Fig. 1: run 1, metal layers overlaid
Scale bar: 10 µm. Two of the layers only.
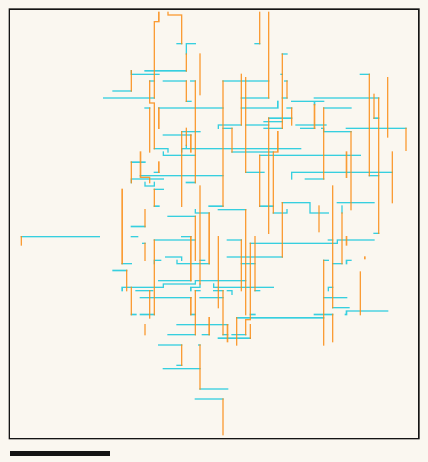
Fig. 2: run 1, met3 routing
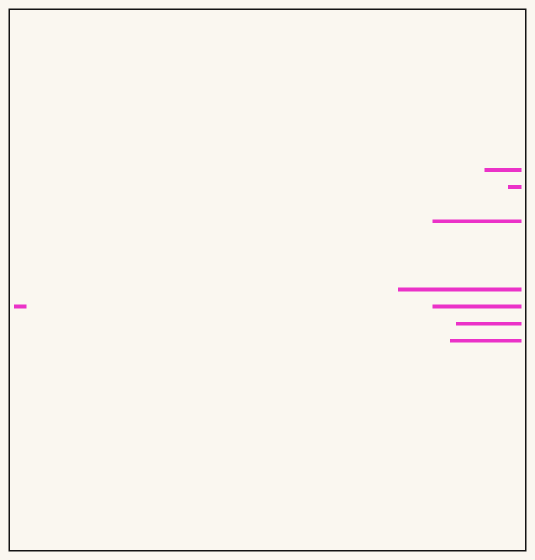
Fig. 3: run 1, clock routing
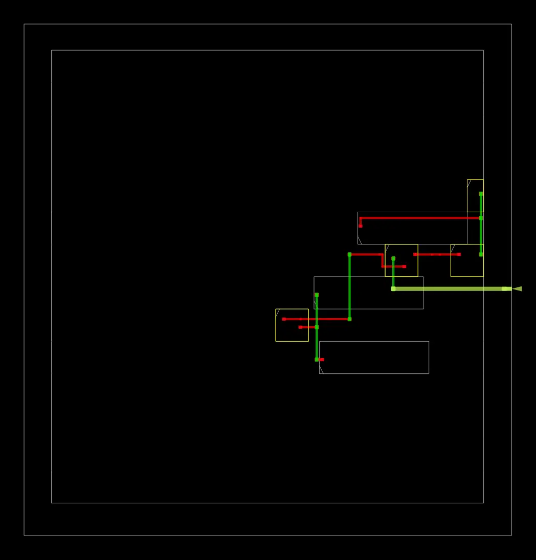
Fig. 4: run 1, metal 2
Scale bar: 10 µm.
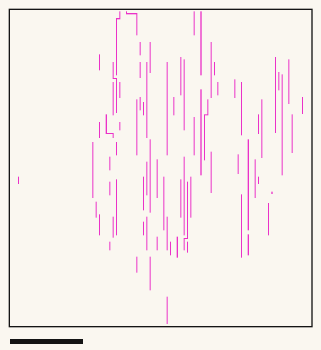
### config.mk
export PLATFORM = sky130hd
export DESIGN_NAME = nand_reduce_pipe
export DESIGN_NICKNAME = d
export VERILOG_FILES = /design/src/rtl/macro_pkg.sv /design/src/rtl/reduce_stage.sv /design/src/rtl/nand_reduce_pipe.sv
export SDC_FILE = /design/constraint.sdc
export NUM_CORES = 1
export LEC_CHECK = 0
export CAP_MARGIN = 15
export CORE_AREA = 2 2 39 41
export CTS_CLUSTER_DIAMETER = 30
export DETAILED_ROUTE_END_ITERATION = 7
export DIE_AREA = 0 0 41 43
export PLACE_DENSITY = 0.54
export RECOVER_POWER = 25
export REMOVE_ABC_BUFFERS = 1
export SLEW_MARGIN = 20
export SYNTH_ARGS = -nofsm -noshare
export SYNTH_HDL_FRONTEND = slang
export SYNTH_SLANG_ARGS = --single-unit
### constraint.sdc
create_clock -name CK -period 0.8 [get_ports CK]
set_input_delay 0.16 -clock CK [delete_from_list [all_inputs] [get_ports CK]]
set_output_delay 0.16 -clock CK [all_outputs]
set_load 0.03 [all_outputs]
### src/rtl/macro_pkg.sv
// Shared definitions for the pipelined reduction macros: mode codes, base ops
// and the elaboration helpers that size the fan-in tree.
package macro_pkg;

   localparam logic [2:0] MODE_NAND = 3'b000;
   localparam logic [2:0] MODE_AND  = 3'b001;
   localparam logic [2:0] MODE_NOR  = 3'b010;
   localparam logic [2:0] MODE_OR   = 3'b011;
   localparam logic [2:0] MODE_XOR  = 3'b100;
   localparam logic [2:0] MODE_XNOR = 3'b101;

   typedef enum logic [1:0] {
      OP_AND = 2'd0,
      OP_OR  = 2'd1,
      OP_XOR = 2'd2
   } base_op_t;

   // Number of registered stages needed to fold width inputs down to one.
   function automatic int clog_fanin(input int width, input int fanin);
      int s;
      int w;
      s = 0;
      w = width;
      while (w > 1) begin
         w = (w + fanin - 1) / fanin;
         s++;
      end
      return (s < 1) ? 1 : s;
   endfunction

   // Vector width seen at the input of stage n.
   function automatic int stage_width(input int width, input int fanin, input int n);
      int w;
      w = width;
      for (int j = 0; j < n; j++) w = (w + fanin - 1) / fanin;
      return w;
   endfunction

   function automatic logic op_identity(input base_op_t op);
      return (op == OP_AND);
   endfunction

   function automatic logic op_combine(input base_op_t op, input logic x, input logic y);
      case (op)
         OP_AND:  return x & y;
         OP_OR:   return x | y;
         default: return x ^ y;
      endcase
   endfunction

endpackage

### src/rtl/reduce_stage.sv
// One registered level of the reduction tree: folds groups of FANIN bits per channel.
// Latency 1 enabled edge; the whole stage holds while ce is low.
module reduce_stage
   import macro_pkg::*;
#(
   parameter int IN_W     = 4,
   parameter int FANIN    = 4,
   parameter int CHANNELS = 1
) (
   input  logic                                      clk,
   input  logic                                      rst,
   input  logic                                      ce,
   input  logic                                      vi,
   input  base_op_t                                  op,
   input  logic                                      inv,
   input  logic [CHANNELS*IN_W-1:0]                  din,
   output logic                                      vo,
   output base_op_t                                  op_q,
   output logic                                      inv_q,
   output logic [CHANNELS*((IN_W+FANIN-1)/FANIN)-1:0] dout
);

   localparam int OUT_W = (IN_W + FANIN - 1) / FANIN;

   logic [CHANNELS*OUT_W-1:0] comb;
   logic                      acc;

   // Short last group is filled with the op's identity so it never skews the result.
   always_comb begin
      comb = '0;
      acc  = 1'b0;
      for (int c = 0; c < CHANNELS; c++) begin
         for (int g = 0; g < OUT_W; g++) begin
            acc = op_identity(op);
            for (int k = 0; k < FANIN; k++) begin
               if (g * FANIN + k < IN_W)
                  acc = op_combine(op, acc, din[c*IN_W + g*FANIN + k]);
               else
                  acc = op_combine(op, acc, op_identity(op));
            end
            comb[c*OUT_W + g] = acc;
         end
      end
   end

   always_ff @(posedge clk or posedge rst) begin
      if (rst) begin
         vo    <= 1'b0;
         op_q  <= OP_AND;
         inv_q <= 1'b0;
         dout  <= '0;
      end else if (ce) begin
         vo    <= vi;
         op_q  <= op;
         inv_q <= inv;
         dout  <= comb;
      end
   end

endmodule

### src/rtl/nand_reduce_pipe.sv
// Pipelined multi-channel NAND/AND/NOR/OR/XOR/XNOR reduction; latency S = ceil(log_FANIN(WIDTH)).
// No backpressure: one beat per CE=1 edge, CE=0 freezes every stage.
module nand_reduce_pipe
   import macro_pkg::*;
#(
   parameter int WIDTH    = 4,
   parameter int CHANNELS = 1,
   parameter int FANIN    = 4
) (
   input  logic                      CK,
   input  logic                      CD,
   input  logic                      CE,
   input  logic                      VI,
   input  logic [2:0]                MODE,
   input  logic [CHANNELS*WIDTH-1:0] A,
   output logic [CHANNELS-1:0]       ZN,
   output logic                      VO
);

   localparam int S = clog_fanin(WIDTH, FANIN);

   base_op_t dec_op;
   logic     dec_inv;

   // Reserved codes fall through to NAND.
   always_comb begin
      dec_op  = OP_AND;
      dec_inv = 1'b1;
      case (MODE)
         MODE_AND:  begin dec_op = OP_AND; dec_inv = 1'b0; end
         MODE_NOR:  begin dec_op = OP_OR;  dec_inv = 1'b1; end
         MODE_OR:   begin dec_op = OP_OR;  dec_inv = 1'b0; end
         MODE_XOR:  begin dec_op = OP_XOR; dec_inv = 1'b0; end
         MODE_XNOR: begin dec_op = OP_XOR; dec_inv = 1'b1; end
         default:   begin dec_op = OP_AND; dec_inv = 1'b1; end
      endcase
   end

   for (genvar i = 0; i < S; i++) begin : g_stg
      localparam int IW = stage_width(WIDTH, FANIN, i);
      localparam int OW = stage_width(WIDTH, FANIN, i + 1);

      logic                 vi_s;
      base_op_t             op_s;
      logic                 inv_s;
      logic [CHANNELS*IW-1:0] din_s;
      logic                 v;
      base_op_t             op;
      logic                 inv;
      logic [CHANNELS*OW-1:0] dat;

      if (i == 0) begin : g_in
         assign vi_s  = VI;
         assign op_s  = dec_op;
         assign inv_s = dec_inv;
         assign din_s = A;
      end else begin : g_chain
         assign vi_s  = g_stg[i-1].v;
         assign op_s  = g_stg[i-1].op;
         assign inv_s = g_stg[i-1].inv;
         assign din_s = g_stg[i-1].dat;
      end

      reduce_stage #(
         .IN_W     (IW),
         .FANIN    (FANIN),
         .CHANNELS (CHANNELS)
      ) u_stage (
         .clk   (CK),
         .rst   (CD),
         .ce    (CE),
         .vi    (vi_s),
         .op    (op_s),
         .inv   (inv_s),
         .din   (din_s),
         .vo    (v),
         .op_q  (op),
         .inv_q (inv),
         .dout  (dat)
      );
   end

   // The op code has no consumer past the last stage.
   logic unused_last_op;
   assign unused_last_op = ^g_stg[S-1].op;

   assign ZN = g_stg[S-1].dat ^ {CHANNELS{g_stg[S-1].inv}};
   assign VO = g_stg[S-1].v;

endmodule

==> results.toml, run 1 <==
# yosys + openroad results
[run_status]
outcome = "finished with violations"
violations = "negative setup slack"

[grt]
grt_pass1_vias = 333
grt.total_usage_pct = 9.100
grt_remaining_overflow = 0
grt_max_degree = 6

[logic_synthesis]
synthArstFlopShare_pct = 100.0
most_common_cell = "inv_1"
ys_sh_adder_pct = 30.08
synth-edff-count = 0
xor_share_pct = 2.632
top_logic_kind = "adder cells"
yosys_area_um2 = 332.8
synth_cell_types = 14
top_area_share_pct = 30.08
common_cells = "11 x inv_1, 8 x ha_1, 4 x nand2_1"
synth_flops = 3
ys_sh_aoi_pct = 18.80
ys_warn_count = 0
synth.area.mux_share_pct = 3.383
ys_seq_share_pct = 22.56
syn_inst = 41
topCellsByArea = "ha_1 30%, dfrtp_1 23%, inv_1 12%"

[flow_run]
drv_cap = 0
warning_count = 31

[setup_path]
worstReg2RegStart = "g_stg[0].u_stage.dout"
path_cells = "buf_2 > ha_4 > a22oi_2 > o21a_1 > ha_1 > inv_1 > a22oi_2 > o21a_1 > ha_2 > nor2b_1 > nor3b_1 > a21oi_1"
r2r_cells = 4
worstSetupStartpoint = "MODE[2]"
endpoint_kind = "register"
r2r_slack_ns = -0.16
cp_data_arrival_time_ns = 1.72
crit_path_max_fanout = 3
reg2reg_to = "g_stg[0].u_stage.dout"
critical_path.top_delay_family = "AND-OR/OR-AND gates"
startpoint_type = "input pin"
criticalPathCategory = "input pin to register"
cpPeakStageDelay_ns = 0.24

[cells_and_area]
instances_no_fill = 85
largest_registers = "g_stg.u_stage.dout x1, g_stg.u_stage.inv_q x1, g_stg.u_stage.vo x1"
nNetsFinal = 89

[pwr]
power_leakage_nw = 0.3080
sw_frac_of_total_pct = 29.95
power_density_mw_per_mm2 = 1243
p_clk_mw = 0.261
clockPowerShare_pct = 33.2
seqPwrFrac_pct = 23.2
peakVddDrop_mv = 0.4891
pwr.group.combinational_mw = 0.342
report.power.total_mw = 0.7857

[clock_network]
cts_tree = "done"
clock-root-buffer = "clkbuf_4"
htreeDepth = 1
cts_sinks = 3

[final_timing]
slew_headroom_pct = 87.51
setup_viol = 4
period_needed_ns = 1.610
worstMarginPinSlew_ns = 0.1873
hold_viol = 0
fin_ws_ns = -0.8096
rsz0062_at_grt = "true"

[placement]
numPortBuffers = 12
dp.cells = 77
preCtsSetupSlack_ns = -1.574
place_area_um2 = 528.0

[drt]
drtIter0Drc = 5
detail-route-antenna-nets = 0
vias_per_cell = 4.247
drc_errors = 0

[floorplan]
die_y_um = 43
Notes on Fig. 1 above:
| layer | colour | wire length |
|---|---|---|
| met2 | orange | 363 µm |
| met1 | cyan | 305 µm |
Vias: 361
Avg WL per Cell: 8.294 µm

Notes on Fig. 2 above:
share of all routed wire: 5.3%
wire length on this layer: 37.6 µm
longest straight run: 9.50 µm
GR Layer Usage met3: 1.571%
final WL: 705 µm

Notes on Fig. 3 above:
# clk buffers: 4
clk_lat worst skew: 0.23 ns

Notes on Fig. 4 above:
nets with wire on the layer: 73
longest straight run: 13.6 µm
main direction: vertical
GR Util met2: 17.19%

-- run 1: cell type report --
| class | instances | area [µm²] | share of cell area, % |
|---|---|---|---|
| clock buffers | 4 | 26.28 | 4.158 |
| inverters | 11 | 41.29 | 6.535 |
| multi-input cells | 27 | 271.5 | 42.97 |
| flip-flops and latches | 3 | 75.07 | 11.88 |
| well taps | 16 | 20.02 | 3.168 |
| repair buffers | 24 | 197.7 | 31.29 |
-- run 1: per-layer routing --
layer | wire length, µm | vias to the layer above | global-route usage (%)
li1 | - | 192 | -
met1 | 304 | 161 | 9.524
met2 | 363 | 8 | 17.19
met3 | 37 | 0 | 1.571
met4 | 0 | 0 | 2.000
met5 | 0 | - | 0
-- run 1: repair_timing --
| item | in CTS | in global routing |
|---|---|---|
| pin swaps | 14 | 9 |
| endpoints found under the setup margin | 5 | 4 |
| gates resized | 34 | 2 |
| gates cloned | 0 | 0 |
| buffers inserted | 2 | 2 |
| hold endpoints to repair | 0 | 0 |
-- run 1: layout by cell type, fill, tap and decap left out, drive strengths merged --
cell type | Yosys | final
dlygate4sd3 | 0 | 1
nand2 | 4 | 4
nor3b | 1 | 1
xor2 | 1 | 1
clkdlybuf4s50 | 0 | 4
clkbuf | 0 | 4
nor3 | 1 | 1
o22ai | 2 | 2
o21a | 2 | 2
buf | 0 | 18
ha | 8 | 8
o21ai | 3 | 3
dlygate4sd2 | 0 | 1
a21oi | 1 | 1
a22oi | 2 | 2
nor2b | 1 | 1
dfrtp | 3 | 3
mux2 | 1 | 1
inv | 11 | 11
-- run 1: cell families after synthesis --
family | Yosys count
XOR/XNOR | 1
multiplexers | 1
adder cells (fa/ha/maj) | 8
AND-OR/OR-AND | 10
flip-flops | 3
AND/OR/NAND/NOR | 7
buffers and inverters | 11
==> run 2, diff against run 1 <==
--- a/config.mk
+++ b/config.mk
@@ -13,7 +13,7 @@
 export PLACE_DENSITY = 0.54
 export RECOVER_POWER = 25
 export REMOVE_ABC_BUFFERS = 1
-export SLEW_MARGIN = 20
+export SLEW_MARGIN = 25
 export SYNTH_ARGS = -nofsm -noshare
 export SYNTH_HDL_FRONTEND = slang
 export SYNTH_SLANG_ARGS = --single-unit
Fig. 5: run 2, metal layers overlaid
Scale bar: 10 µm. Two of the layers only.
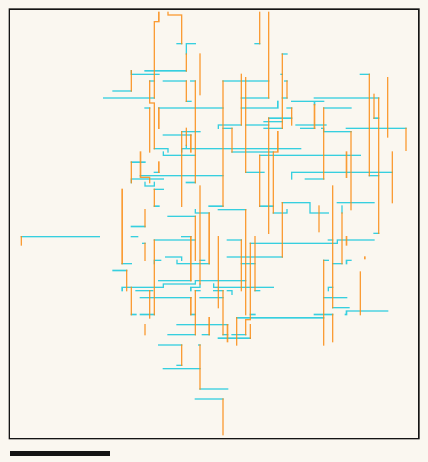
| layer | colour | wire length |
|---|---|---|
| met1 | cyan | 305 µm |
| met2 | orange | 363 µm |
GRT Total Usage: 9.100%

Fig. 6: run 2, clock routing
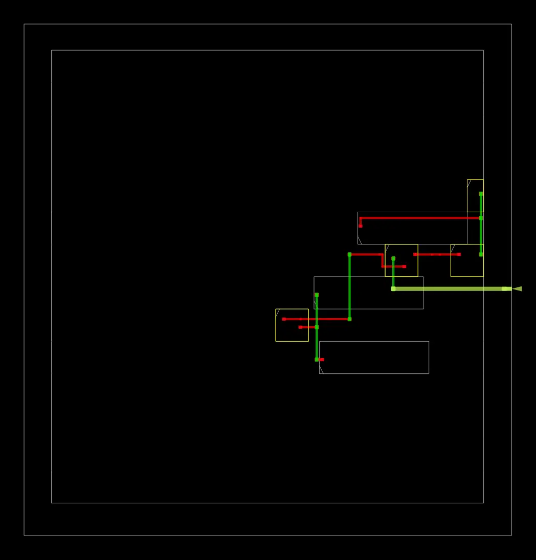
Clk. pwr: 0.261 mW
Clock Sinks: 3

Fig. 7: run 2, metal 2
Scale bar: 10 µm.
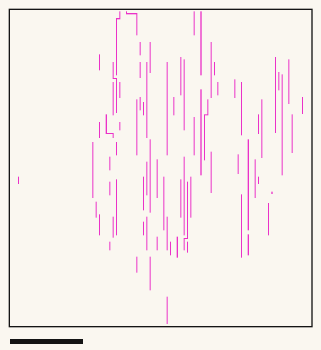
main direction: vertical
share of all routed wire: 51%
nets with wire on the layer: 73
wire length on this layer: 363 µm

==> run 2 against run 1 <==
The flow still finishes with violations (negative setup slack). Count of clock-buffer cells in the layout unchanged. Non-clock buffer count unchanged. Utilization unchanged. Combinational power about the same. Power unchanged. Via count unchanged. Critical path type unchanged. Critical endpoint unchanged. Largest cell class unchanged. Highest routed layer unchanged.
==> results.toml, run 2 <==
# yosys + openroad results
[logic_synthesis]
ys_seq_share_pct = 22.56
topCellsByArea = "ha_1 30%, dfrtp_1 23%, inv_1 12%"
syn_inst = 41
most_common_cell = "inv_1"
synth_cell_types = 14
syn_area_per_cell_um2 = 8.118
common_cells = "11 x inv_1, 8 x ha_1, 4 x nand2_1"
xor_share_pct = 2.632
ff_type = "dfrtp_1"
synth-edff-count = 0
ys_sh_adder_pct = 30.08
top_area_share_pct = 30.08
yosys_area_um2 = 332.8
synth_flops = 3
top_logic_kind = "adder cells"
synthArstFlopShare_pct = 100.0
ys_sh_aoi_pct = 18.80
ys_warn_count = 0
synth.area.mux_share_pct = 3.383

[pwr]
pwr-share-comb_pct = 43.6
peakVddDrop_mv = 0.4891
seqPwrFrac_pct = 23.2
power_density_mw_per_mm2 = 1243
sw_frac_of_total_pct = 29.95
switching_power_mw = 0.2353
power_leakage_nw = 0.3080
report.power.total_mw = 0.7857
clockPowerShare_pct = 33.2

[floorplan]
fp_util_pct = 24.05
tap_cells = 16
rows = 14
die_y_um = 43
io_pins = 13
die_x_um = 41

[grt]
use_met3_pct = 1.571
met2_usage_pct = 17.19
grt_remaining_overflow = 0
busiest_layer = "met2"
antenna_found_initial = 0
use_met1_pct = 9.524
grt_pass1_vias = 333
grt_max_degree = 6

[cells_and_area]
clkCellAreaFrac_pct = 4.158
final_common_cell = "buf_4"
instances_no_fill = 85
comb_area_um2 = 271.5
seq_area_um2 = 75.07
layout-drive-gt1-share_pct = 50.72
largest_class = "multi-input combinational cells"
diodes = 0
fill_cells = 142
seq_cell_count = 3
nNetsFinal = 89
sh_comb_area_pct = 42.97
clock_buffers = 4
final_cell_mix = "12 x buf_4, 6 x inv_1, 5 x inv_2, 4 x clkdlybuf4s50_1"
inverters = 11
buf_share_pct = 31.29
num-nonclk-buffers = 24
largest_registers = "g_stg.u_stage.dout x1, g_stg.u_stage.inv_q x1, g_stg.u_stage.vo x1"
num-multi-input-gates = 27
sh_seq_area_pct = 11.88

[placement]
place_congestion = 0.6502
dpl.hpwl_um = 559.6
dp.cells = 77
preCtsSetupSlack_ns = -1.574
place_area_um2 = 528.0
numPortBuffers = 12

[clock_network]
htreeDepth = 1
clock-root-buffer = "clkbuf_4"
clk_pin_slew_ns = 0.04
clockBufferDepth = 2
cts_tree = "done"
clk_latency_ns = 0.23

[final_timing]
hold_viol = 0
fin_ws_ns = -0.8096
rsz0062_at_grt = "true"
max_freq_mhz = 621.3
setup_viol = 4
period_needed_ns = 1.610
skew_ns = 0
slew_headroom_pct = 87.51
worstMarginPinSlew_ns = 0.1873

[drt]
detail-route-antenna-nets = 0
vias_per_cell = 4.247
drtIter0Drc = 5
routed_wl_um = 705
drc_errors = 0
wl_per_cell_um = 8.294
vias = 361

[setup_path]
cp_data_required_time_ns = 0.91
startpoint_type = "input pin"
cp_data_arrival_time_ns = 1.72
crit_path_max_fanout = 3
endpoint_kind = "register"
criticalPathCategory = "input pin to register"

[run_status]
violations = "negative setup slack"
outcome = "finished with violations"

[hold_path]
min_path_type = "input pin to asynchronous set/reset pin"

[flow_run]
warning_count = 31
drv_cap = 0
[run 2: per-layer routing]
layer  wire [µm]  part of all wire (%)
met4           0                     0
met1         304                    43
met5           0                     0
met2         363                    51
met3          37                   5.2
[run 2: path summary, 6_finish.rpt]
check	start	end	slack, ns	cells past startpoint
max	MODE[2]	g_stg[0].u_stage.dout	-0.81	12
min	CD	g_stg[0].u_stage.vo	0.23	2
max reg2reg	g_stg[0].u_stage.dout	g_stg[0].u_stage.dout	-0.16	4
min reg2reg	g_stg[0].u_stage.vo	g_stg[0].u_stage.vo	0.54	1
max in group asynchronous	CD	g_stg[0].u_stage.inv_q	0.43	2
min in group CK	MODE[2]	g_stg[0].u_stage.inv_q	0.33	3
[run 2: repair_timing]
action | 4_1_cts | 5_1_grt
pin swaps | 14 | 9
endpoints found under the setup margin | 5 | 4
buffers inserted | 2 | 2
gates resized | 34 | 2
hold buffers | 0 | 0
[run 2: cells by family after synthesis]
group,after synthesis
buf+inv,11
compound gates,10
xor+xnor,1
flops,3
mux,1
simple gates,7
fa+ha+maj,8
[run 2: power by group through the flow]
stage	clock, mW	combinational (mW)	sequential [mW]
3_5_place_dp	0	0.283	0.184
3_3_place_gp	0	0.283	0.184
2_1_floorplan	0	0.131	0.192
5_1_grt	0.280	0.381	0.185
6_report	0.261	0.342	0.182
4_1_cts	0.271	0.326	0.182
[run 2: worst max-delay path: stages]
cell and delay, ns:
buf_2 0.13, ha_4 0.24, a22oi_2 0.15, o21a_1 0.15
ha_1 0.13, inv_1 0.04, a22oi_2 0.13, o21a_1 0.14
ha_2 0.15, nor2b_1 0.04, nor3b_1 0.16, a21oi_1 0.09
Fig. 8: run 2, met3 routing
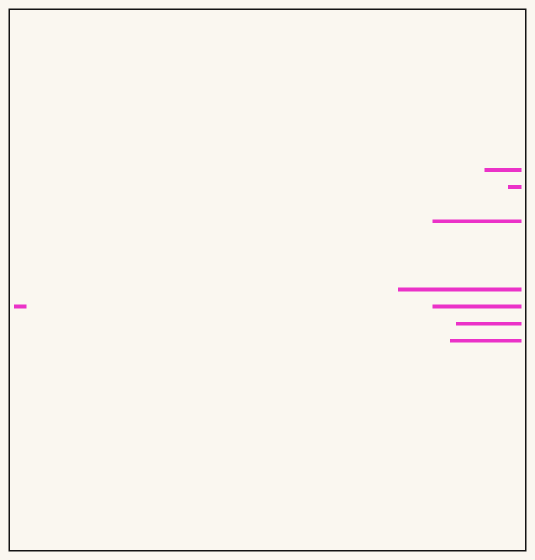

==> run 3, diff against run 2 <==
--- a/config.mk
+++ b/config.mk
@@ -6,11 +6,13 @@
 export NUM_CORES = 1
 export LEC_CHECK = 0
 export CAP_MARGIN = 15
+export CELL_PAD_IN_SITES_DETAIL_PLACEMENT = 0
+export CELL_PAD_IN_SITES_GLOBAL_PLACEMENT = 1
 export CORE_AREA = 2 2 39 41
 export CTS_CLUSTER_DIAMETER = 30
 export DETAILED_ROUTE_END_ITERATION = 7
 export DIE_AREA = 0 0 41 43
-export PLACE_DENSITY = 0.54
+export PLACE_DENSITY = 0.68
 export RECOVER_POWER = 25
 export REMOVE_ABC_BUFFERS = 1
 export SLEW_MARGIN = 25
==> constraint.sdc (replaced) <==
create_clock -name CK -period 1.9 [get_ports CK]
set_input_delay 0.38 -clock CK [delete_from_list [all_inputs] [get_ports CK]]
set_output_delay 0.38 -clock CK [all_outputs]
set_load 0.03 [all_outputs]
Fig. 9: run 3, met3 routing
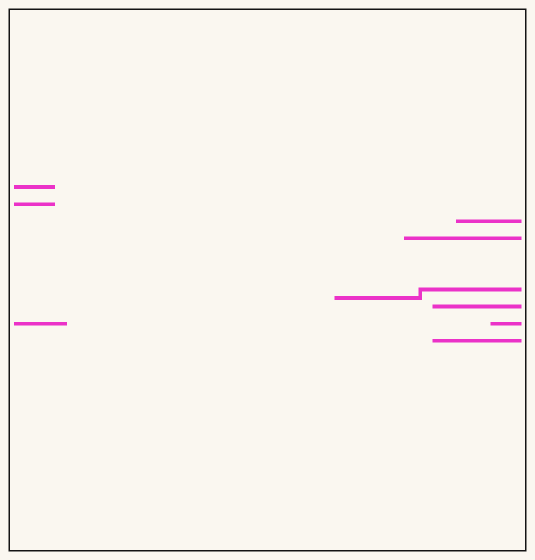
wire length on this layer: 55.0 µm
share of all routed wire: 8.1%
main direction: horizontal
Vias: 338
final WL: 682 µm

Fig. 10: run 3, clock routing
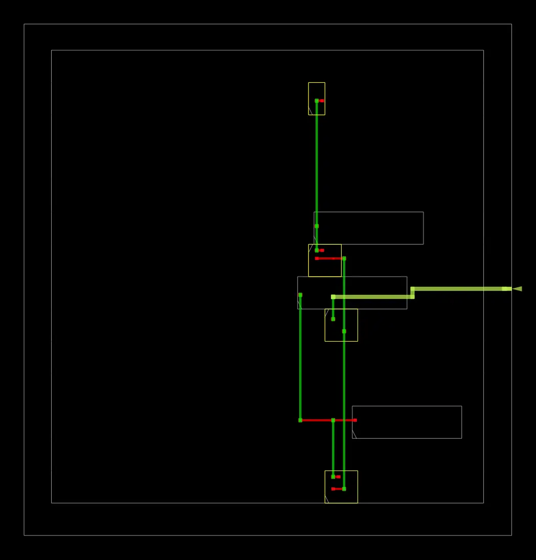
final sequential cell count: 3
Clk. pwr: 0.111 mW
Setup Skew: 0 ns
cts bufs inserted: 3

Fig. 11: run 3, power grid
Scale bar: 10 µm. Pins as bars on the die edge.
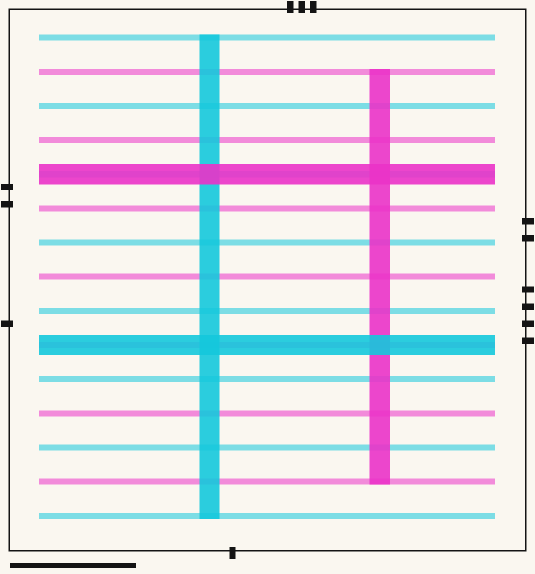
| net | colour |
|---|---|
| VDD | magenta |
| VSS | cyan |
signal pins: 13
met5 straps: 2
Core Area: 0.001384 mm²
width of the chip: 41 µm
Die Ht: 43 µm
Max rail drop VDD: 0.1485 mV

==> run 3 against run 2 <==
The run now ends clean. Count of clock-buffer cells in the layout unchanged. Combinational power is 61% lower. Clock skew unchanged. Register-to-register slack improved by 1.3 ns. Critical path depth up 1. Via count down 6.4%. Final cell count down 3.5%.
==> results.toml, run 3 <==
# yosys + openroad results
[run_status]
outcome = "finished clean"

[logic_synthesis]
top_area_share_pct = 30.08
ys_cells = 41
synthArstFlopShare_pct = 100.0
common_cells = "11 x inv_1, 8 x ha_1, 4 x nand2_1"
syn_area_um2 = 332.8
syn_area_per_cell_um2 = 8.118
top_area_cell = "ha_1"
yosys_area_um2 = 332.8
ff_type = "dfrtp_1"
syn_inst = 41
synth-edff-count = 0
topCellsByArea = "ha_1 30%, dfrtp_1 23%, inv_1 12%"
ys_seq_share_pct = 22.56
synth_cell_types = 14
ys_warn_count = 0
synth_flops = 3
most_common_cell = "inv_1"

[final_timing]
setup_viol = 0
fin_crit_sh_pct = 98.18
worstMarginPinSlew_ns = 0.3155
slew_viol_final = 0
finalSetupTns_ns = 0
period_needed_ns = 1.865
slew_headroom_pct = 78.93
hold_viol = 0
fin_ws_ns = 0.03462
rsz0062_at_grt = "true"
max_freq_mhz = 536.1
hold_ws_ns = 0.4543

[setup_path]
crit_path_max_fanout = 2
endpoint_kind = "register"
cp_data_arrival_time_ns = 1.98
r2r_slack_ns = 1.16
setup.worst_path.end = "g_stg[0].u_stage.dout"
worstReg2RegStart = "g_stg[0].u_stage.vo"
criticalPathCategory = "input pin to register"
worstSetupStartpoint = "MODE[1]"
reg2reg_to = "g_stg[0].u_stage.vo"
startpoint_type = "input pin"
cp_data_required_time_ns = 2.01
r2r_cells = 1

[clock_network]
hold_buffers = 0
cts_sinks = 3
cts_tree = "done"
clk_pin_slew_ns = 0.04
clock-root-buffer = "clkbuf_4"
clk_latency_ns = 0.23
clockBufferDepth = 2
cts_resized = 29
cts_setup_buffers = 1
htreeDepth = 1

[cells_and_area]
areaGrowthSynthToFinish_pct = 82.33
largest_registers = "g_stg.u_stage.dout x1, g_stg.u_stage.inv_q x1, g_stg.u_stage.vo x1"
design_area_um2 = 606.8
final_common_cell = "buf_4"
instances_no_fill = 82
final_cell_mix = "8 x buf_4, 7 x inv_1, 6 x clkdlybuf4s50_1, 4 x inv_2, 4 x ha_2"
comb_area_um2 = 264.0
layout-drive-gt1-share_pct = 45.45
final_util_pct = 43.85
diodes = 0
nNetsFinal = 86
fill_cells = 142
seq_area_um2 = 75.07

[floorplan]
rows = 14
io_pins = 13
fp_util_pct = 24.05
die-area_mm2 = 0.001763

[placement]
place_area_um2 = 518.0
numPortBuffers = 12
place_congestion = 0.6494
dp.cells = 75
preCtsSetupSlack_ns = -0.6860
dpl.hpwl_um = 523

[drt]
drc_errors = 0
vias_per_cell = 4.122
wl_met3_um = 54
dr.max_layer_used = "met3"
drtIter0Drc = 0
detail-route-antenna-nets = 0
dr_wl_met2_um = 372
m1WireLength_um = 254
dr.pass1.iters = 1
wl_per_cell_um = 8.317

[grt]
grt.total_usage_pct = 8.517
grt_max_degree = 7
grt_pass1_vias = 286
busiest_layer = "met2"
met2_usage_pct = 14.06
use_met3_pct = 1.571
use_met1_pct = 7.987
grt_remaining_overflow = 0
antenna_found_initial = 0
grt_pass1_wl_um = 986

[flow_run]
warning_count = 30
drv_cap = 0

[pwr]
report.power.total_mw = 0.3203
power_density_mw_per_mm2 = 527.8
power_leakage_nw = 0.2964

[hold_path]
min_path_type = "input pin to asynchronous set/reset pin"
==> run 3: cell counts after synthesis <==
No cell type changed its count.
==> run 3: worst max-delay path, stage by stage <==
cell,delay (ns)
buf_6,0.09
buf_6,0.11
ha_4,0.15
a22oi_2,0.19
o21a_1,0.15
ha_2,0.16
inv_2,0.03
a22oi_2,0.13
o21a_1,0.13
ha_2,0.15
nor2b_1,0.04
nor3b_1,0.17
a21oi_1,0.09
==> run 3: report_power, final <==
part | switching (mW) | leakage [nW] | total, mW | internal, mW
Clock | 0.0323 | 0.0150 | 0.111 | 0.0787
Combinational | 0.0593 | 0.246 | 0.133 | 0.0732
Sequential | 0.00494 | 0.0350 | 0.0767 | 0.0718
Total | 0.0966 | 0.296 | 0.320 | 0.224
==> run 3: area by class of cell <==
cell class	count	share of cell area, %
sequential	3	12.37
timing repair buffer	21	29.69
multi-input combinational	27	43.51
clock buffer	4	4.330
tap	16	3.299
inverter	11	6.804
==> run 3: kinds of logic (layout without fill, tap and decap cells) <==
kind of cell             count (synthesis)  in the layout  synth area share (%)
buffers and inverters                   11             36                 12.41
flip-flops                               3              3                 22.56
AND-OR/OR-AND                           10             10                 18.79
multiplexers                             1              1                 3.383
XOR/XNOR                                 1              1                 2.632
adder cells (fa/ha/maj)                  8              8                 30.08
AND/OR/NAND/NOR                          7              7                 10.15
==> run 3: worst min-delay path by stage <==
stage	cells after the start	to	slack, ns	startpoint
detailed placement	1	g_stg[0].u_stage.vo	0.51	g_stg[0].u_stage.vo
global route	2	g_stg[0].u_stage.vo	0.47	CD
global placement	1	g_stg[0].u_stage.vo	0.49	g_stg[0].u_stage.vo
floorplan	1	g_stg[0].u_stage.dout	0.13	CD
CTS	2	g_stg[0].u_stage.dout	0.31	CD
finish	2	g_stg[0].u_stage.dout	0.45	CD
Power and IR drop assume default switching activity.
